**src/rtl/yuv422_pack.sv**
```systemverilog
// yuv422_pack: frame-aware 4:2:2 packer that interleaves u/v with luma into a
// show-ahead output FIFO with sticky overflow and odd-frame status flags.
module yuv422_pack #(
  parameter int                     PIXEL_WIDTH       = 8,
  parameter int                     DTYPE_WIDTH       = 5,
  parameter logic [DTYPE_WIDTH-1:0] DTYPE_FRAME_START = 'h01,
  parameter logic [DTYPE_WIDTH-1:0] DTYPE_PIXEL       = 'h02,
  parameter logic [DTYPE_WIDTH-1:0] DTYPE_FRAME_END   = 'h04,
  parameter int                     FIFO_DEPTH        = 16
) (
  input  logic                           if_clk,
  input  logic                           resetb,
  input  logic                           enable,
  input  logic                           dvi,
  input  logic [DTYPE_WIDTH-1:0]         dtypei,
  input  logic [PIXEL_WIDTH-1:0]         y,
  input  logic [PIXEL_WIDTH-1:0]         u,
  input  logic [PIXEL_WIDTH-1:0]         v,
  output logic [2*PIXEL_WIDTH-1:0]       datao,
  output logic                           sofo,
  output logic                           dvo,
  input  logic                           rdyi,
  output logic [$clog2(FIFO_DEPTH):0]    level,
  output logic                           overflow,
  output logic                           odd_frame,
  input  logic                           clear_status
);
  localparam int AW = $clog2(FIFO_DEPTH);
  typedef enum logic {IDLE, ACTIVE} state_t;
  state_t state, state_n;
  logic phase, phase_n, sof_pending, sof_n, attempt, frame_odd;
  logic fs, fe, px, full, push, pop;
  logic [AW:0] wr_ptr, rd_ptr;
  logic [2*PIXEL_WIDTH:0] mem [FIFO_DEPTH];
  logic [2*PIXEL_WIDTH:0] head;
  assign fs = dvi && dtypei == DTYPE_FRAME_START;
  assign fe = dvi && dtypei == DTYPE_FRAME_END;
  assign px = dvi && dtypei == DTYPE_PIXEL;
  always_comb begin
    state_n   = state;
    phase_n   = phase;
    sof_n     = sof_pending;
    attempt   = 1'b0;
    frame_odd = 1'b0;
    if (state == IDLE) begin
      if (enable && fs) begin
        state_n = ACTIVE;
        phase_n = 1'b0;
        sof_n   = 1'b1;
      end
    end else begin
      frame_odd = fe && phase;
      if (!enable || fe) state_n = IDLE;
      else if (fs) begin
        phase_n = 1'b0;
        sof_n   = 1'b1;
      end else if (px) begin
        attempt = 1'b1;
        phase_n = !phase;
        sof_n   = 1'b0;
      end
    end
  end
  // full is judged on the pre-pop occupancy, so a push into a full FIFO drops
  // even when a word leaves in the same cycle
  assign level = wr_ptr - rd_ptr;
  assign full  = level == (AW+1)'(FIFO_DEPTH);
  assign dvo   = level != '0;
  assign push  = attempt && !full;
  assign pop   = dvo && rdyi;
  assign head  = mem[rd_ptr[AW-1:0]];
  assign datao = dvo ? head[2*PIXEL_WIDTH-1:0] : '0;
  assign sofo  = dvo && head[2*PIXEL_WIDTH];
  always_ff @(posedge if_clk or negedge resetb) begin
    if (!resetb) begin
      state       <= IDLE;
      phase       <= 1'b0;
      sof_pending <= 1'b0;
      wr_ptr      <= '0;
      rd_ptr      <= '0;
      overflow    <= 1'b0;
      odd_frame   <= 1'b0;
    end else begin
      state       <= state_n;
      phase       <= phase_n;
      sof_pending <= sof_n;
      wr_ptr      <= wr_ptr + (AW+1)'(push);
      rd_ptr      <= rd_ptr + (AW+1)'(pop);
      overflow    <= (attempt && full) || (overflow && !clear_status);
      odd_frame   <= frame_odd || (odd_frame && !clear_status);
    end
  end
  always_ff @(posedge if_clk)
    if (push) mem[wr_ptr[AW-1:0]] <= {sof_pending, phase ? v : u, y};
endmodule

```
**config.mk**
```make
export PLATFORM = sky130hd
export DESIGN_NAME = yuv422_pack
export DESIGN_NICKNAME = d
export VERILOG_FILES = /design/src/rtl/yuv422_pack.sv
export SDC_FILE = /design/constraint.sdc
export NUM_CORES = 1
export LEC_CHECK = 0
export CAP_MARGIN = 20
export CORE_MARGIN = 4
export CORE_UTILIZATION = 30
export CTS_CLUSTER_DIAMETER = 60
export DETAILED_ROUTE_END_ITERATION = 12
export PLACE_DENSITY = 0.45
export SLEW_MARGIN = 20
export SYNTH_ARGS = -nofsm -noshare
export SYNTH_HDL_FRONTEND = slang
export SYNTH_SLANG_ARGS = --single-unit
```
**constraint.sdc**
```tcl
create_clock -name if_clk -period 8.3 [get_ports if_clk]
set_input_delay 0.83 -clock if_clk [delete_from_list [all_inputs] [get_ports if_clk]]
set_output_delay 0.83 -clock if_clk [all_outputs]
set_load 0.01 [all_outputs]
```
Fig. 1: wiring by layer
(2 px per µm)
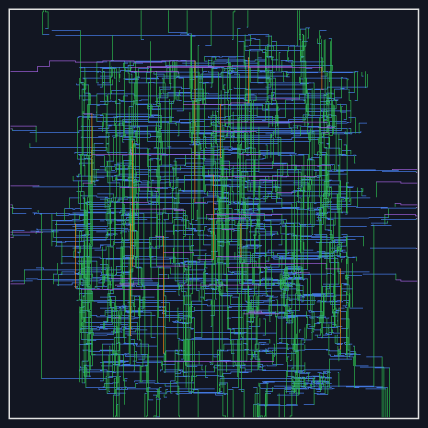
blue -> met1  # wire length 12500 µm
green -> met2  # wire length 14300 µm
orange -> met4  # wire length 473 µm
purple -> met3  # wire length 1240 µm

Fig. 2: the clock network
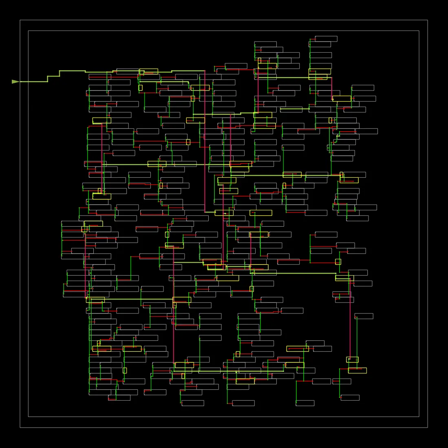
Layout clock buffers: 38
maximum clock skew at final layout: 11.4 ps
Insertion Delay late pin: 550 ps
power drawn by the clock network: 1.42 mW

Fig. 3: power grid
(2 px per µm) Pins as bars on the die edge.
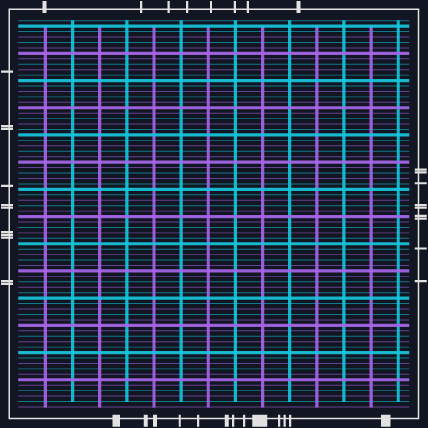
cyan -> VDD
purple -> VSS
met4 straps = 14
met5 straps = 14
signal pins = 60
met1 rails = 72
rows = 71
maximum vdd drop: 162 µV
Die Span X: 204 µm
vertical die dimension: 204 µm
standard cell core area: 37800 µm²

==> out/qor.log <==
qor: clocking.cts-buffers-inserted 30
qor: route.wire_per_inst 24.5 µm
qor: power_and_ir_drop.power_leakage 4.39 nW
qor: synth.top_cell_area_share 0.709
qor: job.warning_count 26
qor: worst_hold_path.min_delay_worst_endpoint rd_ptr[4]
qor: job.maxCapViolations 0
qor: route.viasPerCell 4.82
qor: sta.final.min_clock_period 5100 ps
qor: worst_setup_path.timing.rr.start rd_ptr[2]
qor: die.fp_util 0.305
qor: sta.fin_ws 3200 ps
qor: sta.fin_worst_hold_slack 500 ps
qor: synth.synth-edff-count 272
qor: route.drt_total_wl 28.5 mm
qor: global_routing.gr-usage-met1 0.186
qor: worst_setup_path.worstSetupStartpoint rd_ptr[2]
qor: clocking.cts-resized-gates 0
qor: global_routing.grt_use_met2 0.229
qor: worst_hold_path.worst_hold_path.num_cells 1
qor: global_routing.grt_use_met3 0.0232
qor: global_routing.grt_pass1_wl 41.5 mm
qor: clocking.cts.sinks 287
qor: layout.layout.filler_cells 3441
qor: synth.postSynthAreaPerCell 20.6 µm²
qor: synth.yosys-top-cells-area edfxtp_1 (71%), mux4_2 (13%), a22oi_1 (3.3%), dfrtp_1 (3.3%), ha_1 (0.87%)
qor: worst_setup_path.rr_endpoint mem[0][4]
qor: clocking.ctsLongestPathBuffers 3
qor: worst_setup_path.timing.critical_path.from_type flop
qor: sta.number_of_pins_exceeding_their_max_slew_limit_in_the_final_report 0
qor: sta.count_of_endpoints_failing_setup_in_the_final_report 0
qor: power_and_ir_drop.power 4.47 mW
qor: worst_setup_path.worstPathMaxFanout 72
qor: global_routing.globalRouteTotalUtil 0.136
qor: sta.worst-slew-pin-transition 1080 ps
qor: route.detail_route.iter0.violations 386
qor: die.rows 71
qor: power_and_ir_drop.cellPowerDensity 323 nW/µm²
qor: sta.max_freq 0.196 GHz
qor: place.hpwl_dp 18.4 mm
qor: clocking.cts-hold-fix-buffers 0
qor: place.placer_congestion 0.787
qor: clocking.clock_tree.htree_level_count 1
qor: sta.timing.slew.headroom 0.280
qor: sta.final.period_utilization 0.614
qor: status.run_status finished, final reports clean
qor: clocking.postCtsSetupBuffers 0
qor: synth.yosys.stat.chipArea 11500 µm²
qor: place.port_buffers 59
qor: worst_setup_path.critical_path_arrival 4270 ps
qor: synth.post_synthesis_async_set_or_reset_flop_share 0.0523
qor: sta.hold_violations 0
qor: global_routing.via_count_of_the_first_global_routing_pass 5941
qor: synth.post_synth_num_cell_types 43
qor: layout.net_count_reported_at_finish 672
qor: synth.dominantRegCellSynth edfxtp_1
qor: clocking.clk_root_buffer_cell clkbuf_16
qor: place.dp_slack 3270 ps
qor: worst_setup_path.timing.critical_path.to_type output port
qor: worst_hold_path.timing.hold.worst.class flop to flop
qor: sta.setup_repair_after_global_routing_missed_its_margin false
qor: global_routing.grt-ovfl-total 0
qor: synth.synth.ff_latch_count 287
qor: worst_setup_path.ff2ff_setup_slack 4410 ps
qor: clocking.tritoncts done
qor: die.io_pins 60
qor: synth.number_of_standard_cells_reported_by_yosys 559
qor: synth.ys.warnings.count 0
qor: synth.netlist_instances 559
qor: layout.final_layout_size_suffix_gt1_frac 0.247
qor: worst_setup_path.register_to_register_path_depth 9
[worst max path at each step]
stage                      end  slack [ps]
detailed placement   mem[0][7]        3270
finish                datao[2]        3200
global route          datao[2]        2920
floorplan            mem[0][0]        4870
CTS                   level[4]        2820
global placement    mem[12][3]        3380
[synth_stat cells (2+ instances only)]
cell	number
xor2_1	5
nand2_1	5
nand2b_1	2
xnor2_1	5
nor3_1	2
dfrtp_1	15
ha_1	8
mux2_2	8
a22oi_1	51
edfxtp_1	272
mux4_2	68
nor2_1	12
and2b_1	2
a21oi_2	10
clkbuf_1	11
buf_4	3
buf_2	12
a21oi_1	12
buf_6	4
nand4_1	16
nor2b_1	2
nand3_1	4
inv_1	10
[sequential cells by signal, summed over array words and instances (netlist names)]
name         flops
overflow         1
rd_ptr           5
phase            1
state            1
sof_pending      1
odd_frame        1
wr_ptr           5
mem            272
[power breakdown]
group	internal (mW)	total (mW)	switching, mW
clock	0.871	1.42	0.544
combinational	0.625	1.40	0.776
sequential	1.60	1.65	0.0503
[through the flow]
stage,util,instance area (µm²),instances
floorplan,-,11500,559
global placement,0.336,12700,1107
detailed placement,0.336,12700,1107
CTS,0.364,13700,1163
global route,0.367,13900,1163
finish,0.367,13900,1163
[area by class of cell]
class / count / area share
multi-input combinational: 230 / 0.210
inverter: 11 / 0.00298
timing repair buffer: 68 / 0.0475
clock buffer: 38 / 0.0579
clock inverter: 18 / 0.0184
sequential: 287 / 0.617
tap: 511 / 0.0462
[per-layer routing]
| layer | wire, µm | share of wire |
|---|---|---|
| met1 | 12500 | 0.44 |
| met2 | 14300 | 0.50 |
| met3 | 1240 | 0.044 |
| met4 | 472 | 0.017 |
| met5 | 0 | 0 |
[cell usage in the layout (no fill, tap or decap), types with 2 or more instances in the layout]
| master | n |
|---|---|
| mux4_2 | 68 |
| nor2_1 | 12 |
| clkinvlp_4 | 2 |
| inv_1 | 10 |
| a21oi_4 | 16 |
| xnor2_1 | 5 |
| clkbuf_1 | 7 |
| nand2_1 | 5 |
| xor2_1 | 4 |
| ha_1 | 8 |
| a22oi_1 | 51 |
| and2b_1 | 2 |
| a21oi_1 | 6 |
| nand2b_1 | 2 |
| mux2_2 | 8 |
| clkdlybuf4s50_1 | 59 |
| edfxtp_1 | 272 |
| nand3_1 | 4 |
| clkinv_2 | 8 |
| nand4_1 | 16 |
| nor3_1 | 2 |
| dfrtp_1 | 13 |
| bufinv_16 | 6 |
| clkbuf_16 | 31 |
| buf_4 | 9 |
| nor2b_1 | 2 |
[cells by family (layout without fill, tap and decap cells)]
logic type | Yosys count | after routing | synth area share
AOI/OAI and AO/OA | 83 | 83 | 0.0541
xor gates and xnor gates | 10 | 10 | 0.00761
adders and majority gates | 9 | 9 | 0.0104
buffers and inverters | 42 | 135 | 0.0186
DFF | 287 | 287 | 0.742
muxes | 76 | 76 | 0.141
and+or+nand+nor | 52 | 52 | 0.0265
[worst max-delay path, cell delays in order, from the launching register on]
cell	delay (ps)
dfrtp_2	340
buf_4	770
inv_1	120
ha_1	370
xnor2_1	390
a211o_1	200
o31ai_4	70
buf_4	350
a22oi_1	450
clkdlybuf4s50_1	620
No activity file was given, so power comes from the tool's default toggle rates.
